## config.mk

```make
export PLATFORM = sky130hd
export DESIGN_NAME = ps2_init_sequencer
export DESIGN_NICKNAME = d
export VERILOG_FILES = /design/src/rtl/ps2_init_sequencer.sv
export SDC_FILE = /design/constraint.sdc
export NUM_CORES = 1
export LEC_CHECK = 0
export ABC_AREA = 1
export CAP_MARGIN = 20
export CORE_MARGIN = 4
export CORE_UTILIZATION = 38
export DETAILED_ROUTE_END_ITERATION = 10
export PLACE_DENSITY_LB_ADDON = 0.05
export SETUP_SLACK_MARGIN = 0.3
export SLEW_MARGIN = 5
export SYNTH_ARGS = -nofsm -noshare
export SYNTH_HDL_FRONTEND = slang
export SYNTH_SLANG_ARGS = --single-unit
```

## constraint.sdc

```tcl
create_clock -name clk -period 2 [get_ports clk]
set_input_delay 0.5 -clock clk [delete_from_list [all_inputs] [get_ports clk]]
set_output_delay 0.5 -clock clk [all_outputs]
set_load 0.005 [all_outputs]
```

## src/rtl/ps2_init_sequencer.sv

```systemverilog
// PS/2 keyboard init sequencer.
// Walks a parameterised table of {cmd, cmd_data} entries. Each entry is handed
// to the PS/2 controller with a cmd_exec/busy/cmd_complete handshake, and the
// sequencer then checks the keyboard's response byte.
//   0xFA (or 0xAA after a 0xFF reset command) -> next entry
//   0xFE or timeout                           -> resend, up to MAX_RETRIES times
//   any other byte                            -> abort with error
//
// Ports
//   clk, rst          rising-edge clock, synchronous active-high reset
//   start             pulse; restarts the sequence from entry 0
//   busy              controller busy
//   cmd_complete      pulse; cmd_result is valid in that cycle
//   cmd_result[7:0]   keyboard response byte
//   cmd, cmd_data     command and argument presented to the controller
//   cmd_exec          command request level
//   done / error      sticky completion / abort flags
//   err_index[3:0]    table entry that was being processed at the abort
//   err_code[1:0]     0 none, 1 timeout, 2 retries exhausted, 3 bad response
//   active            high while a sequence is in progress
//
// state      | meaning
// IDLE       | out of reset; starts automatically on the next cycle
// WAIT_READY | wait for the controller to be idle (busy low)
// ISSUE      | load cmd/cmd_data for the current entry, raise cmd_exec
// WAIT_BUSY  | hold cmd_exec until the controller accepts it (busy high)
// WAIT_CMPL  | wait for cmd_complete and capture the response byte
// CHECK      | evaluate the response byte
// DONE       | every entry ACKed
// ERROR      | sequence aborted; err_code/err_index describe why
module ps2_init_sequencer #(
  parameter int                     NUM_CMDS       = 4,
  parameter logic [NUM_CMDS*16-1:0] INIT_TABLE     = {8'hFF, 8'h00, 8'hF3, 8'h20,
                                                      8'hED, 8'h00, 8'hF4, 8'h00},
  parameter int                     MAX_RETRIES    = 2,
  parameter int                     TIMEOUT_CYCLES = 1000000
) (
  input  logic       clk,
  input  logic       rst,
  input  logic       start,
  input  logic       busy,
  input  logic       cmd_complete,
  input  logic [7:0] cmd_result,
  output logic [7:0] cmd,
  output logic [7:0] cmd_data,
  output logic       cmd_exec,
  output logic       done,
  output logic       error,
  output logic [3:0] err_index,
  output logic [1:0] err_code,
  output logic       active
);

  localparam int            TW       = $clog2(TIMEOUT_CYCLES + 1);
  localparam logic [TW-1:0] T_LAST   = TW'(TIMEOUT_CYCLES - 1);
  localparam logic [TW-1:0] T_MAX    = TW'(TIMEOUT_CYCLES);
  localparam logic [3:0]    LAST_IDX = 4'(NUM_CMDS - 1);

  localparam logic [1:0] ERR_TIMEOUT = 2'd1;
  localparam logic [1:0] ERR_RETRY   = 2'd2;
  localparam logic [1:0] ERR_RESP    = 2'd3;

  typedef enum logic [2:0] {
    IDLE, WAIT_READY, ISSUE, WAIT_BUSY, WAIT_CMPL, CHECK, DONE, ERROR
  } state_t;

  state_t        state, state_nxt;
  logic [3:0]    idx, idx_nxt;
  logic [2:0]    retry_cnt, retry_nxt;
  logic [TW-1:0] tcnt, tcnt_nxt, tcnt_inc;
  logic [7:0]    result_q, result_nxt;
  logic [7:0]    cmd_nxt, cmd_data_nxt;
  logic          cmd_exec_nxt, done_nxt, error_nxt;
  logic [3:0]    err_index_nxt;
  logic [1:0]    err_code_nxt;
  logic [15:0]   entry;
  logic          timeout, ack, fail_attempt;
  logic [1:0]    fail_code;

  // Entry 0 sits in the most significant 16 bits of INIT_TABLE. Slots beyond
  // NUM_CMDS read as zero so the 4-bit index never selects outside the array.
  logic [15:0] table_mem [16];
  for (genvar g = 0; g < 16; g++) begin : g_table
    if (g < NUM_CMDS) begin : g_used
      assign table_mem[g] = INIT_TABLE[16*(NUM_CMDS-1-g) +: 16];
    end else begin : g_unused
      assign table_mem[g] = 16'h0000;
    end
  end

  assign active = (state != IDLE) && (state != DONE) && (state != ERROR);

  always_comb begin
    state_nxt     = state;
    idx_nxt       = idx;
    retry_nxt     = retry_cnt;
    tcnt_nxt      = tcnt;
    result_nxt    = result_q;
    cmd_nxt       = cmd;
    cmd_data_nxt  = cmd_data;
    cmd_exec_nxt  = cmd_exec;
    done_nxt      = done;
    error_nxt     = error;
    err_index_nxt = err_index;
    err_code_nxt  = err_code;
    fail_attempt  = 1'b0;
    fail_code     = ERR_RETRY;
    entry         = table_mem[idx];
    // The counter saturates at TIMEOUT_CYCLES instead of wrapping.
    tcnt_inc      = (tcnt == T_MAX) ? tcnt : tcnt + TW'(1);
    // T_LAST marks the TIMEOUT_CYCLES-th cycle that cmd_exec has been up.
    timeout       = (tcnt == T_LAST);
    // cmd still holds the command of the entry being checked.
    ack           = (result_q == 8'hFA) || ((result_q == 8'hAA) && (cmd == 8'hFF));

    case (state)
      IDLE:       state_nxt = WAIT_READY;
      WAIT_READY: if (!busy) state_nxt = ISSUE;
      ISSUE: begin
        cmd_nxt      = entry[15:8];
        cmd_data_nxt = entry[7:0];
        cmd_exec_nxt = 1'b1;
        tcnt_nxt     = '0;
        state_nxt    = WAIT_BUSY;
      end
      WAIT_BUSY: begin
        tcnt_nxt = tcnt_inc;
        if (timeout) begin
          fail_attempt = 1'b1;
          fail_code    = ERR_TIMEOUT;
        end else if (busy) begin
          cmd_exec_nxt = 1'b0;
          state_nxt    = WAIT_CMPL;
        end
      end
      WAIT_CMPL: begin
        tcnt_nxt = tcnt_inc;
        // A completion that lands on the expiry cycle still counts.
        if (cmd_complete) begin
          result_nxt = cmd_result;
          state_nxt  = CHECK;
        end else if (timeout) begin
          fail_attempt = 1'b1;
          fail_code    = ERR_TIMEOUT;
        end
      end
      CHECK: begin
        if (ack) begin
          retry_nxt = '0;
          if (idx == LAST_IDX) begin
            done_nxt  = 1'b1;
            state_nxt = DONE;
          end else begin
            idx_nxt   = idx + 4'd1;
            state_nxt = ISSUE;
          end
        end else if (result_q == 8'hFE) begin
          fail_attempt = 1'b1;
        end else begin
          error_nxt     = 1'b1;
          err_code_nxt  = ERR_RESP;
          err_index_nxt = idx;
          state_nxt     = ERROR;
        end
      end
      DONE, ERROR: ;
      default: state_nxt = IDLE;
    endcase

    // Resend (0xFE) and timeout share one retry budget per entry.
    if (fail_attempt) begin
      cmd_exec_nxt = 1'b0;
      if (int'(retry_cnt) < MAX_RETRIES) begin
        retry_nxt = retry_cnt + 3'd1;
        state_nxt = WAIT_READY;
      end else begin
        error_nxt     = 1'b1;
        err_code_nxt  = fail_code;
        err_index_nxt = idx;
        state_nxt     = ERROR;
      end
    end

    if (start) begin
      state_nxt     = WAIT_READY;
      idx_nxt       = '0;
      retry_nxt     = '0;
      tcnt_nxt      = '0;
      cmd_exec_nxt  = 1'b0;
      done_nxt      = 1'b0;
      error_nxt     = 1'b0;
      err_index_nxt = '0;
      err_code_nxt  = '0;
    end
  end

  always_ff @(posedge clk) begin
    if (rst) begin
      state     <= IDLE;
      idx       <= '0;
      retry_cnt <= '0;
      tcnt      <= '0;
      result_q  <= '0;
      cmd       <= '0;
      cmd_data  <= '0;
      cmd_exec  <= 1'b0;
      done      <= 1'b0;
      error     <= 1'b0;
      err_index <= '0;
      err_code  <= '0;
    end else begin
      state     <= state_nxt;
      idx       <= idx_nxt;
      retry_cnt <= retry_nxt;
      tcnt      <= tcnt_nxt;
      result_q  <= result_nxt;
      cmd       <= cmd_nxt;
      cmd_data  <= cmd_data_nxt;
      cmd_exec  <= cmd_exec_nxt;
      done      <= done_nxt;
      error     <= error_nxt;
      err_index <= err_index_nxt;
      err_code  <= err_code_nxt;
    end
  end

endmodule

```

run_1/layer_met3.png
The bar under the picture is 20 um long.
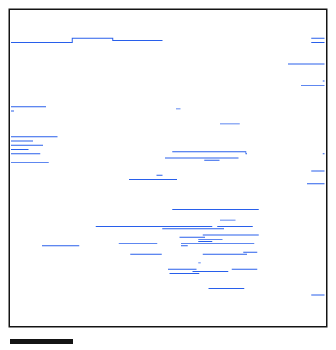
- wire length on this layer: 493 um
- main direction: horizontal
- share of all routed wire: 5.6%
- nets with wire on the layer: 44
DR vias: 3,222
met3 global-route usage: 0.0367
total wire length: 8840 um

run_1/detail.png
Region (30, 10) to (70, 50) um. Cells in grey, sequential cells in the stronger grey; small squares are vias.
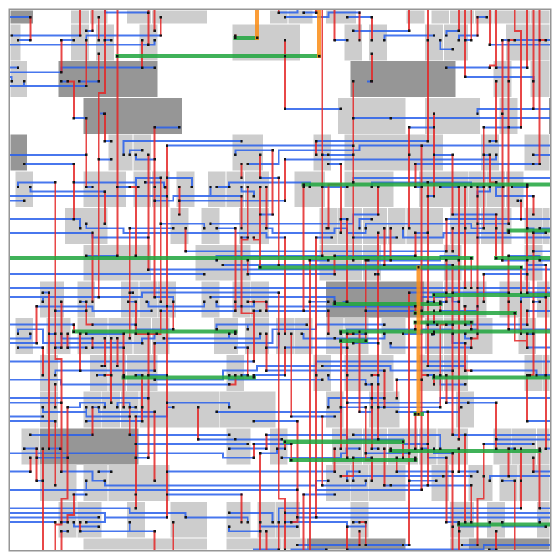
- metal 1: blue
- metal 3: green
- metal 4: orange
- metal 2: red
- netlist names of flops here include: tcnt (3)
- sequential cells in the window: 5
- cells with their middle in the window: 138
- most frequent: nand2_1 (32), nor2_1 (22), inv_1 (14)

run_1/clk_routes.png
The bar under the picture is 20 um long.
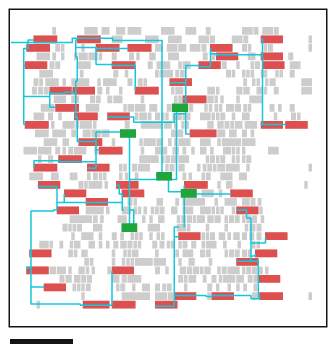
- clock wires: cyan (length 769 um)
- flip-flops: red (count 54)
- clock drivers: green (count 5)
- flops lie: all over the die
Worst Skew: 15.1 ps
clk latency late pin: 320 ps

==> GITHUB_STEP_SUMMARY, run 1 <==
## Synthesis and layout report

| Metric | Value |
|---|---|
| Max frequency | `just under 600 MHz` |
| Initial antenna violation count | `0` |
| Required @ worst endpoint | `2220 ps` |
| Outcome | `completed` |
| Power Density | `507 mW/mm^2` |
| DRC violations left | `0` |
| XOR Share, Synth | `0.00809` |
| Reg2reg start | `tcnt[0]` |
| Dpl ws | `-5.99 ps` |
| Placed Area | `0.00374 mm^2` |
| Vias in the first global route | `2,910` |
| # Cells Yosys | `484` |
| Crit path max-delay cell type | `dfxtp_4` |
| Most frequent cells after synthesis | `104 x nand2_1, 61 x nor2_1, 57 x inv_1` |
| Vias per inst | `5.00` |
| Maximum root-to-sink buffer count | `2` |
| Cell Type Count | `33` |
| Total power | `2.10 mW` |
| Grt ovf | `0` |
| Hold Vio Cnt, Final | `0` |
| WP depth | `12` |
| Clk slew on worst S/H paths | `about 110 ps` |
| Metal1 wirelength | `approximately 4500 um` |
| H-tree depth | `2` |
| Comb power frac | `0.161` |
| WL met2 | `3740 um` |
| Post-synth regs | `54` |
| Biggest regs | `tcnt x20, result_q x8, cmd x6` |
| Area share, top type | `0.333` |
| Top Layer Used | `met4` |
| Post-synth top flop | `dfxtp_1` |
| Sw power | `just over 0.6 mW` |
| #MultiIn Comb | `354` |
--- run 2 (diff from run 1) ---
Clock period 2 ns to 1.65 ns, I/O delays scaled along.
==> GITHUB_STEP_SUMMARY, run 2 <==
## Synthesis and layout report

| Metric | Value |
|---|---|
| Outcome | `completed` |
| Sw power | `about 0.85 mW` |
| WL met2 | `4070 um` |
| Comb power frac | `0.202` |
| H-tree depth | `2` |
| Die x size | `100 um` |
| CTS tree | `done` |
| Total power | `approximately 2.7 mW` |
| Worst Skew | `6.41 ps` |
| DRC violations left | `0` |
| Post-synth regs | `54` |
| #MultiIn Comb | `between 300 and 400` |
| Crit path max-delay cell type | `dfxtp_4` |
| Yosys aoi share | `0.119` |
| Clk slew on worst S/H paths | `110 ps` |
| Post-synth top flop | `dfxtp_1` |
| Hold Vio Cnt, Final | `0` |
| Cell Type Count | `33` |
| Gr busiest metal | `met1` |
| Most frequent cells after synthesis | `104 x nand2_1, 61 x nor2_1, 57 x inv_1` |
| Logic power comb | `0.553 mW` |
| Reg2reg start | `state[2]` |
| Met3 global-route usage | `0.0263` |
| Top Layer Used | `met4` |
| Largest Register | `tcnt` |
| Clk latency late pin | `320 ps` |
| Max frequency | `627 MHz` |
| XOR Share, Synth | `0.00809` |
| Post-CTS setup repair buffer count | `10` |
| Dpl ws | `-238 ps` |
| Area share, top type | `0.333` |
| Grt ovf | `0` |
| Metal1 wirelength | `4850 um` |
| WP data arrival | `1850 ps` |
| Initial antenna violation count | `0` |
| Power Density | `566 mW/mm^2` |
| Required @ worst endpoint | `around 1900 ps` |
| Placed Area | `0.00403 mm^2` |
| Maximum root-to-sink buffer count | `2` |
| Vias per inst | `4.90` |
| Final GP Congestion | `around 0.93` |
run_2/placement.png
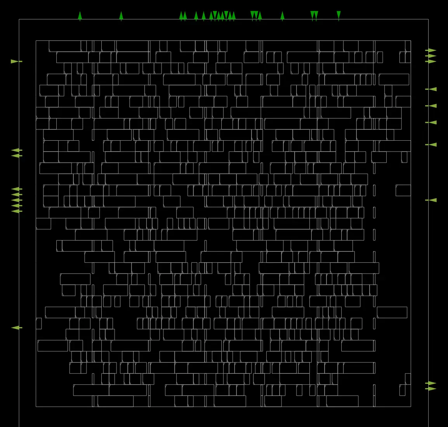
flop share of the area: 0.233
fin cells: 691

run_2/wires.png
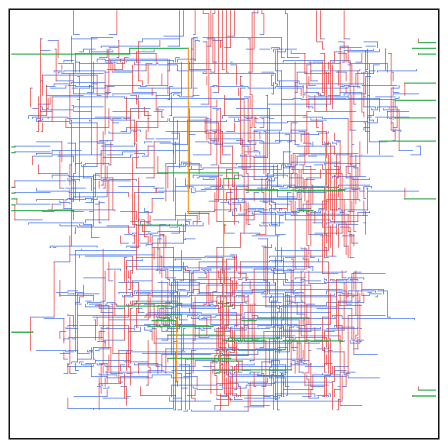
- metal 4: orange (wire length 117 um)
- metal 2: red (wire length 4,070 um)
- metal 3: green (wire length 400 um)
- metal 1: blue (wire length 4,850 um)
Total GRT Usage: 0.188
drt wl/cell: 13.6 um
DR vias: 3,389
total wire length: 9430 um

Power figures rest on the tool's default switching activity, not on a simulated workload.
